$ cat config.mk
export PLATFORM = sky130hd
export DESIGN_NAME = irq_ctrl
export DESIGN_NICKNAME = d
export VERILOG_FILES = /design/src/rtl/irq_ctrl_pkg.sv /design/src/rtl/irq_prio_enc.sv /design/src/rtl/irq_ctrl.sv
export SDC_FILE = /design/constraint.sdc
export NUM_CORES = 1
export LEC_CHECK = 0
export ABC_CLOCK_PERIOD_IN_PS = 2900
export CAP_MARGIN = 0
export CORE_MARGIN = 4
export CORE_UTILIZATION = 46
export CTS_BUF_LIST = sky130_fd_sc_hd__clkbuf_8
export DETAILED_ROUTE_END_ITERATION = 8
export PLACE_DENSITY = 0.87
export SYNTH_ARGS = -nofsm -noshare
export SYNTH_HDL_FRONTEND = slang
export SYNTH_SLANG_ARGS = --single-unit
$ cat constraint.sdc
create_clock -name clk -period 2.9 [get_ports clk]
set_clock_uncertainty 0.05 [all_clocks]
set_input_delay 0.29 -clock clk [delete_from_list [all_inputs] [get_ports clk]]
set_output_delay 0.29 -clock clk [all_outputs]
set_load 0.02 [all_outputs]
$ cat src/rtl/irq_ctrl_pkg.sv
// Shared constants for irq_ctrl: register map, service-FSM encodings, bus polarity
// constants shared with the timer, and the STAT register layout.
package irq_ctrl_pkg;

  localparam logic [1:0] IRQ_ADDR_PEND = 2'd0;
  localparam logic [1:0] IRQ_ADDR_MASK = 2'd1;
  localparam logic [1:0] IRQ_ADDR_STAT = 2'd2;
  localparam logic [1:0] IRQ_ADDR_TRIG = 2'd3;

  localparam logic [1:0] IRQ_ST_IDLE = 2'd0;
  localparam logic [1:0] IRQ_ST_REQ  = 2'd1;
  localparam logic [1:0] IRQ_ST_SVC  = 2'd2;

  localparam int IRQ_MAX = 32;

  localparam logic READ       = 1'b1;
  localparam logic WRITE      = 1'b0;
  localparam logic ASSERTED_N = 1'b0;
  localparam logic NEGATED_N  = 1'b1;

  typedef struct packed {
    logic [24:0] rsvd;
    logic [1:0]  state;
    logic [4:0]  id;
  } irq_stat_t;

endpackage

$ cat src/rtl/irq_prio_enc.sv
// Combinational lowest-index priority encoder: valid when any request bit is set,
// idx is the position of the lowest set bit.
module irq_prio_enc #(
  parameter int NUM_IRQ = 8
) (
  input  logic [NUM_IRQ-1:0] req,
  output logic               valid,
  output logic [4:0]         idx
);

  always_comb begin
    valid = |req;
    idx   = 5'd0;
    // Scan downwards so the lowest set bit is written last and wins.
    for (int i = NUM_IRQ - 1; i >= 0; i--) begin
      if (req[i]) idx = 5'(i);
    end
  end

endmodule

$ cat src/rtl/irq_ctrl.sv
// Prioritised interrupt controller with PEND/MASK/STAT/TRIG registers and an
// IDLE/REQ/SVC service FSM (state visible in STAT). Edge triggering: IRQ_CTRL_EDGE_EN.
module irq_ctrl
  import irq_ctrl_pkg::*;
#(
  parameter int NUM_IRQ = 8
) (
  input  logic               clk,
  input  logic               reset,
  input  logic               cs_,
  input  logic               as_,
  input  logic               rw,
  input  logic [1:0]         addr,
  input  logic [31:0]        wr_data,
  output logic [31:0]        rd_data,
  output logic               rdy_,
  input  logic [NUM_IRQ-1:0] irq_,
  output logic               int_req,
  output logic [4:0]         int_id,
  input  logic               int_ack
);

  // Bus handshake: an access is cs_ = as_ = 0 sampled at a clock edge; the block
  // answers with rdy_ = 0 (and rd_data for reads) for exactly the following cycle.
  // Writes take effect at that same sampling edge; accesses may come every cycle.
  logic access, wr_en, rd_en, eoi, ack_take, keep_req;
  logic win_valid;
  logic [4:0] win_idx, id_nxt;
  logic [1:0] state, state_nxt;
  logic [NUM_IRQ-1:0] pend, pend_nxt, mask, mask_nxt, trig, set_vec, clr_vec, w1c_vec;
  logic [IRQ_MAX-1:0] pend_ext, mask_ext;
  logic [31:0] rd_mux;
  irq_stat_t stat;
  logic unused_wr;

  assign access   = (cs_ == ASSERTED_N) && (as_ == ASSERTED_N);
  assign wr_en    = access && (rw == WRITE);
  assign rd_en    = access && (rw == READ);
  assign eoi      = wr_en && (addr == IRQ_ADDR_STAT);
  assign ack_take = (state == IRQ_ST_REQ) && int_ack;
  assign unused_wr = ^wr_data;

`ifdef IRQ_CTRL_EDGE_EN
  logic [NUM_IRQ-1:0] irq_hist;

  always_ff @(posedge clk or posedge reset) begin
    if (reset) begin
      trig     <= '0;
      irq_hist <= '1;
    end else begin
      irq_hist <= irq_;
      if (wr_en && (addr == IRQ_ADDR_TRIG)) trig <= wr_data[NUM_IRQ-1:0];
    end
  end

  assign set_vec = (~irq_ & ~trig) | (irq_hist & ~irq_ & trig);
`else
  assign trig    = '0;
  assign set_vec = ~irq_;
`endif

  assign w1c_vec = (wr_en && (addr == IRQ_ADDR_PEND)) ? wr_data[NUM_IRQ-1:0] : '0;

  always_comb begin
    for (int i = 0; i < NUM_IRQ; i++) begin
      clr_vec[i] = w1c_vec[i] | (ack_take && (int_id == 5'(i)));
    end
  end

  // A new assertion in the same cycle as a clear keeps the bit pending.
  assign pend_nxt = (pend & ~clr_vec) | set_vec;
  assign mask_nxt = (wr_en && (addr == IRQ_ADDR_MASK)) ? wr_data[NUM_IRQ-1:0] : mask;

  assign pend_ext = 32'(pend_nxt);
  assign mask_ext = 32'(mask_nxt);
  assign keep_req = pend_ext[int_id] & mask_ext[int_id];

  irq_prio_enc #(.NUM_IRQ(NUM_IRQ)) u_prio (
    .req   (pend & mask),
    .valid (win_valid),
    .idx   (win_idx)
  );

  always_comb begin
    state_nxt = state;
    id_nxt    = int_id;
    case (state)
      IRQ_ST_IDLE: begin
        if (win_valid) begin
          state_nxt = IRQ_ST_REQ;
          id_nxt    = win_idx;
        end
      end
      IRQ_ST_REQ: begin
        // Withdraw when software clears or masks the requested source before ack.
        if (int_ack)        state_nxt = IRQ_ST_SVC;
        else if (!keep_req) state_nxt = IRQ_ST_IDLE;
      end
      IRQ_ST_SVC: begin
        if (eoi) state_nxt = IRQ_ST_IDLE;
      end
      default: state_nxt = IRQ_ST_IDLE;
    endcase
  end

  always_comb begin
    stat       = '0;
    stat.state = state;
    stat.id    = int_id;
    case (addr)
      IRQ_ADDR_PEND: rd_mux = 32'(pend);
      IRQ_ADDR_MASK: rd_mux = 32'(mask);
      IRQ_ADDR_STAT: rd_mux = stat;
      IRQ_ADDR_TRIG: rd_mux = 32'(trig);
      default:       rd_mux = '0;
    endcase
  end

  always_ff @(posedge clk or posedge reset) begin
    if (reset) begin
      pend    <= '0;
      mask    <= '0;
      state   <= IRQ_ST_IDLE;
      int_id  <= 5'd0;
      rd_data <= '0;
      rdy_    <= NEGATED_N;
    end else begin
      pend    <= pend_nxt;
      mask    <= mask_nxt;
      state   <= state_nxt;
      int_id  <= id_nxt;
      rd_data <= rd_en ? rd_mux : '0;
      rdy_    <= access ? ASSERTED_N : NEGATED_N;
    end
  end

  // Decoded straight from state so an asynchronous reset drops it at once.
  assign int_req = (state == IRQ_ST_REQ);

endmodule

### Supply network, run 1

Scale bar: 20 µm. Pins as bars on the die edge. Tap cells in gray.
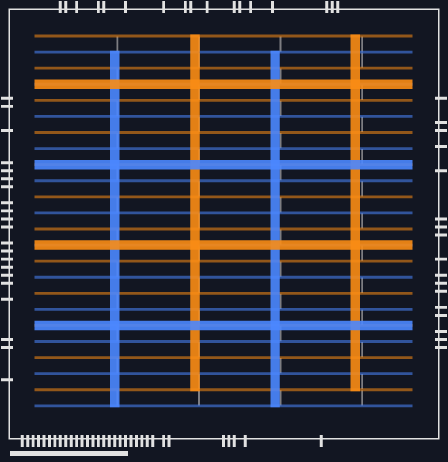
legend:
  blue:
    net: VSS
  orange:
    net: VDD
met4 straps: 4
rows: 23
met5 straps: 4
tap cells: 50
signal pins: 87
CORE AREA: 0.004000 mm²
VDD IR-drop max: 0.2514 mV
Die X: 72.41 µm

### Placement by cell class, run 1

Scale bar: 20 µm.
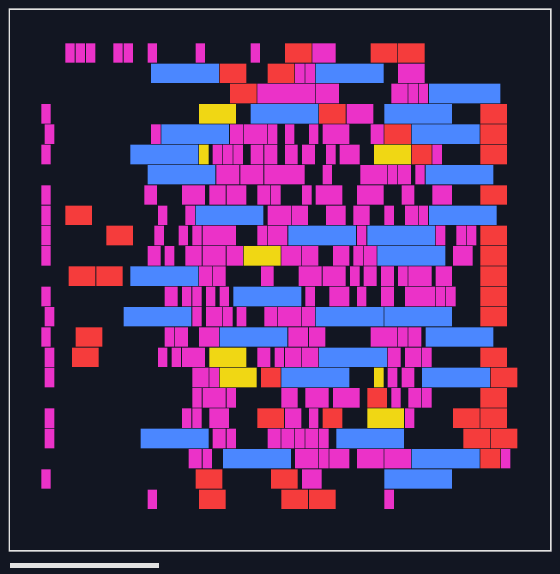
legend:
  magenta:
    class: all other logic
    cells: 185
  yellow:
    class: clock drivers and dummy loads
    cells: 8
  red:
    class: other buffers and delay cells
    cells: 41
  blue:
    class: flip-flops
    cells: 30
post-layout util: 57.93%
Seq/total area: 32.45%
Core Rows: 23
fin area: 0.002317 mm²

### Clock distribution, run 1

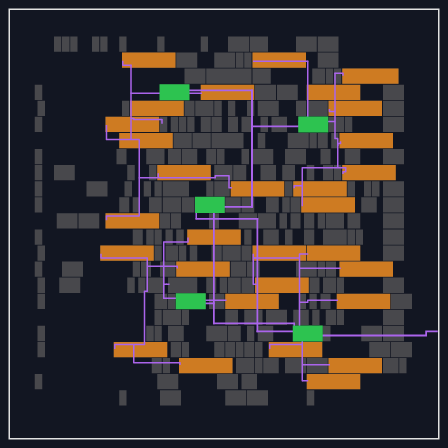
legend:
  orange:
    item: flip-flops
    count: 30
  green:
    item: cells driving clock nets
    count: 5
  purple:
    item: clock wires
    length: 432 µm
routed clock nets: 6
Latency at later pin: 290 ps
clk pwr: 345 µW
Clk network pwr share: 22.7%

### Routed metal, one color a layer, run 1

Scale bar: 20 µm. Only two layers are drawn.
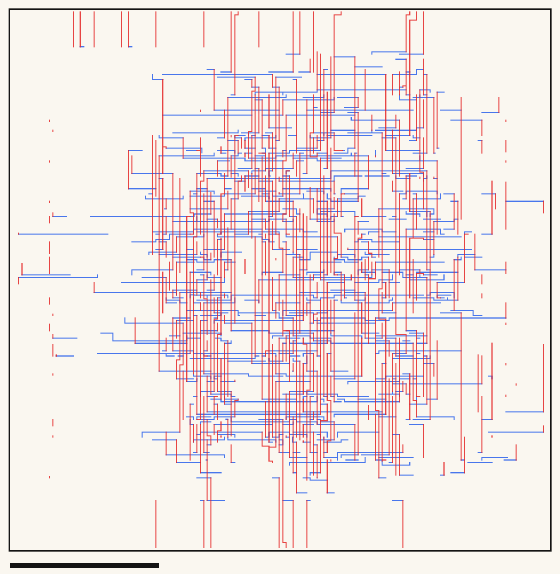
legend:
  red:
    layer: met2
    wire_length: 2,420 µm
  blue:
    layer: met1
    wire_length: 1,920 µm
Global Route Usage Sum: 19.81%
Detailed Route WL: 4.802 mm
DR WL/cell: 15.29 µm
via count: 1,746

==> impl_metrics.toml, run 1 <==
# yosys + openroad results
[detailed_routing]
dr_wl_met2_mm = 2.418
antenna_left = 0
dr.pass1.iters = 4
dr_wl_met3_um = 386

[synthesis]
synth_top_flop_cell = "dfrtp_1"
simple_gate_area_share_pct = 20.52
most_common_cell = "nand2_1"
netlist_area_mm2 = 0.001908
synth_async_sr_flop_share_pct = 100.0
common_cells = "nand2_1 (35), dfrtp_1 (29), buf_4 (26)"
top_area_share_pct = 38.03
synth_cell_types = 47
synthCells = 224

[worst_setup_path]
rr_endpoint = "state[0]$_DFFE_PP0P_"
worstReg2RegStart = "pend[1]$_DFF_PP0_"
reg2reg_slack_ps = 1050
crit_required_ps = 3010

[placement]
placedInstanceArea_mm2 = 0.002227
hpwlAfterDp_mm = 3.646
portBuffers = 36

[timing]
rsz0062_at_grt = "no"
hold_slack_ps = 332.5
setup_violations = 0
fin_ws_ps = 698.3

[power_and_ir_drop]
seq_power_share_pct = 39.9
total_leakage_power_nw = 1.041
cellPowerDensity_mw_per_mm2 = 655.7
p_switching_uw = 596.5

[floorplan]
fp_util_pct = 47.70

[grt]
globalRouteOverflowTotal = 0
busiest_layer = "met2"
antenna_found_initial = 0

[clock_network]
path_clk_slew_ps = 60
cts_tree = "built"
cts.sinks = 30

[finish]
finalNonFillerCells = 314
layout.cells.most_common = "clkdlybuf4s50_1"
area_delta_synth_final_pct = 21.44

[run_status]
outcome = "finished, final reports clean"

[run]
warning_count = 50
run 1: power by group through the flow:
stage	clock, mW	combinational (mW)	sequential [mW]
finish	0.345	0.568	0.606
global route	0.369	0.624	0.618
CTS	0.346	0.564	0.602
detailed placement	0	0.560	0.610
global placement	0	0.546	0.605
floorplan	0	0.415	0.583
run 1: layout make-up:
| type | count | area [µm²] |
|---|---|---|
| fill | 386 | 1683 |
| multi-input combinational | 175 | 977.2 |
| sequential | 30 | 752.0 |
| timing repair buffer | 41 | 397.9 |
| clock buffer | 6 | 82.58 |
| tap | 50 | 62.56 |
| inverter | 10 | 37.54 |
| clock inverter | 2 | 7.507 |
run 1: critical path, stage by stage:
cell and delay (ps):
clkdlybuf4s50_1 450, or3_1 670, o311ai_1 390, a221oi_1 140
a2111oi_2 240, o22ai_1 130
==> inputs of run 2 (changes only) <==
Settings changed: ABC_CLOCK_PERIOD_IN_PS 2900 to 1950, CORE_UTILIZATION 46 to 39, PLACE_DENSITY 0.87 to 0.78.
Clock period 2.9 ns to 1.95 ns, I/O delays scaled along.
### Routed metal, one color a layer, run 2

Scale bar: 20 µm. Only two layers are drawn.
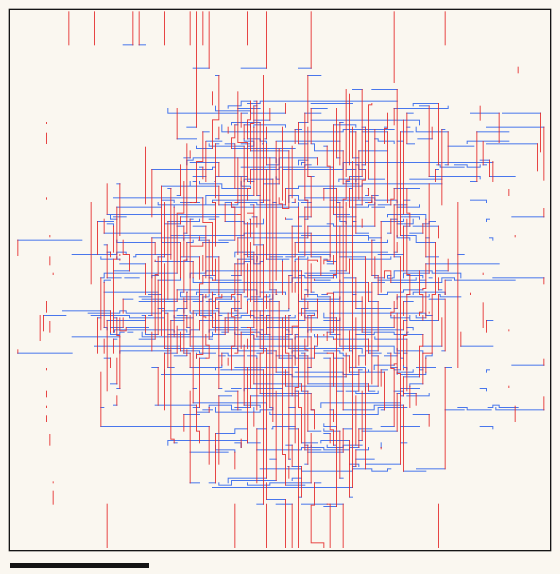
legend:
  red:
    layer: met2
    wire_length: 2,620 µm
  blue:
    layer: met1
    wire_length: 2,210 µm
via count: 1,871
DR WL/cell: 14.97 µm
Global Route Usage Sum: 18.51%

==> impl_metrics.toml, run 2 <==
# yosys + openroad results
[detailed_routing]
antenna_left = 0

[finish]
comb_area_mm2 = 0.001022
fin_area_mm2 = 0.002619
ff_latch_area_um2 = 752.0
layout.cells.most_common = "buf_4"
area_delta_synth_final_pct = 37.25
fin_util_pct = 55.44

[synthesis]
netlist_area_mm2 = 0.001908
top_area_share_pct = 38.03
most_common_cell = "nand2_1"
synthCells = 224
common_cells = "nand2_1 (35), dfrtp_1 (29), buf_4 (26)"
synth_cell_types = 47

[floorplan]
fp_util_pct = 40.40
die_w_um = 77.95

[clock_network]
path_clk_slew_ps = 70
cts.sinks = 30

[worst_setup_path]
cpMaxStageDelayCell = "dfrtp_1"
rr_endpoint = "state[0]$_DFFE_PP0P_"
crit_cells = 5
worstReg2RegStart = "pend[6]$_DFF_PP0_"
crit_family = "AND-OR/OR-AND gates"
worst-path-buf-inv = 0
crit_required_ps = 2060
worstPathCellList = "a22oi_2 > nand4_1 > and2_1 > a2111oi_2 > o22ai_1"
reg2reg_slack_ps = 60
max_stage_delay_ps = 440

[power_and_ir_drop]
pg_seq_uw = 829
p_switching_uw = 968.2
clockPowerShare_pct = 21.2
total_leakage_power_nw = 1.220

[placement]
placedInstanceArea_mm2 = 0.002474
hpwlAfterDp_mm = 4.048
portBuffers = 36

[timing]
fin_ws_ps = 55.82
hold_slack_ps = 237.1
setup_violations = 0

[run_status]
outcome = "finished, final reports clean"
### Supply network, run 2

Scale bar: 20 µm. Pins as bars on the die edge. Tap cells in gray.
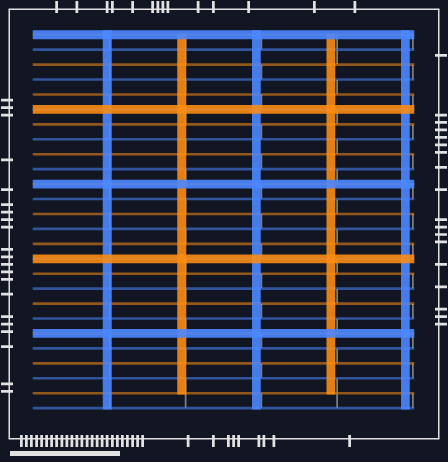
legend:
  blue:
    net: VSS
  orange:
    net: VDD
tap cells: 67
rows: 25
met5 straps: 5
met1 rails: 26
CORE AREA: 0.004723 mm²
Die Y: 77.95 µm
VDD IR-drop max: 0.3880 mV

==> run 2: netlist changes by cell type in the layout (fill, tap and decap cells not counted), sizes merged <==
cell           change
dlymetal6s2s       +1
clkdlybuf4s50      -1
buf               +31
==> run 2: final cells by class <==
type / count / area share [%]
Tap cell: 67 / 3.201
Clock buffer: 6 / 3.153
Inverter: 10 / 1.433
Sequential cell: 30 / 28.71
Timing Repair Buffer: 72 / 24.18
Multi-Input combinational cell: 175 / 39.03
Clock inverter: 2 / 0.2867
==> run 2: kinds of logic after synthesis <==
family                 synth area share, %
muxes                                4.197
DFF                                  39.41
other                               0.1965
AOI/OAI and AO/OA                    21.38
and+or+nand+nor                      20.52
buffers and inverters                14.29
Power figures rest on the tool's default switching activity, not on a simulated workload.
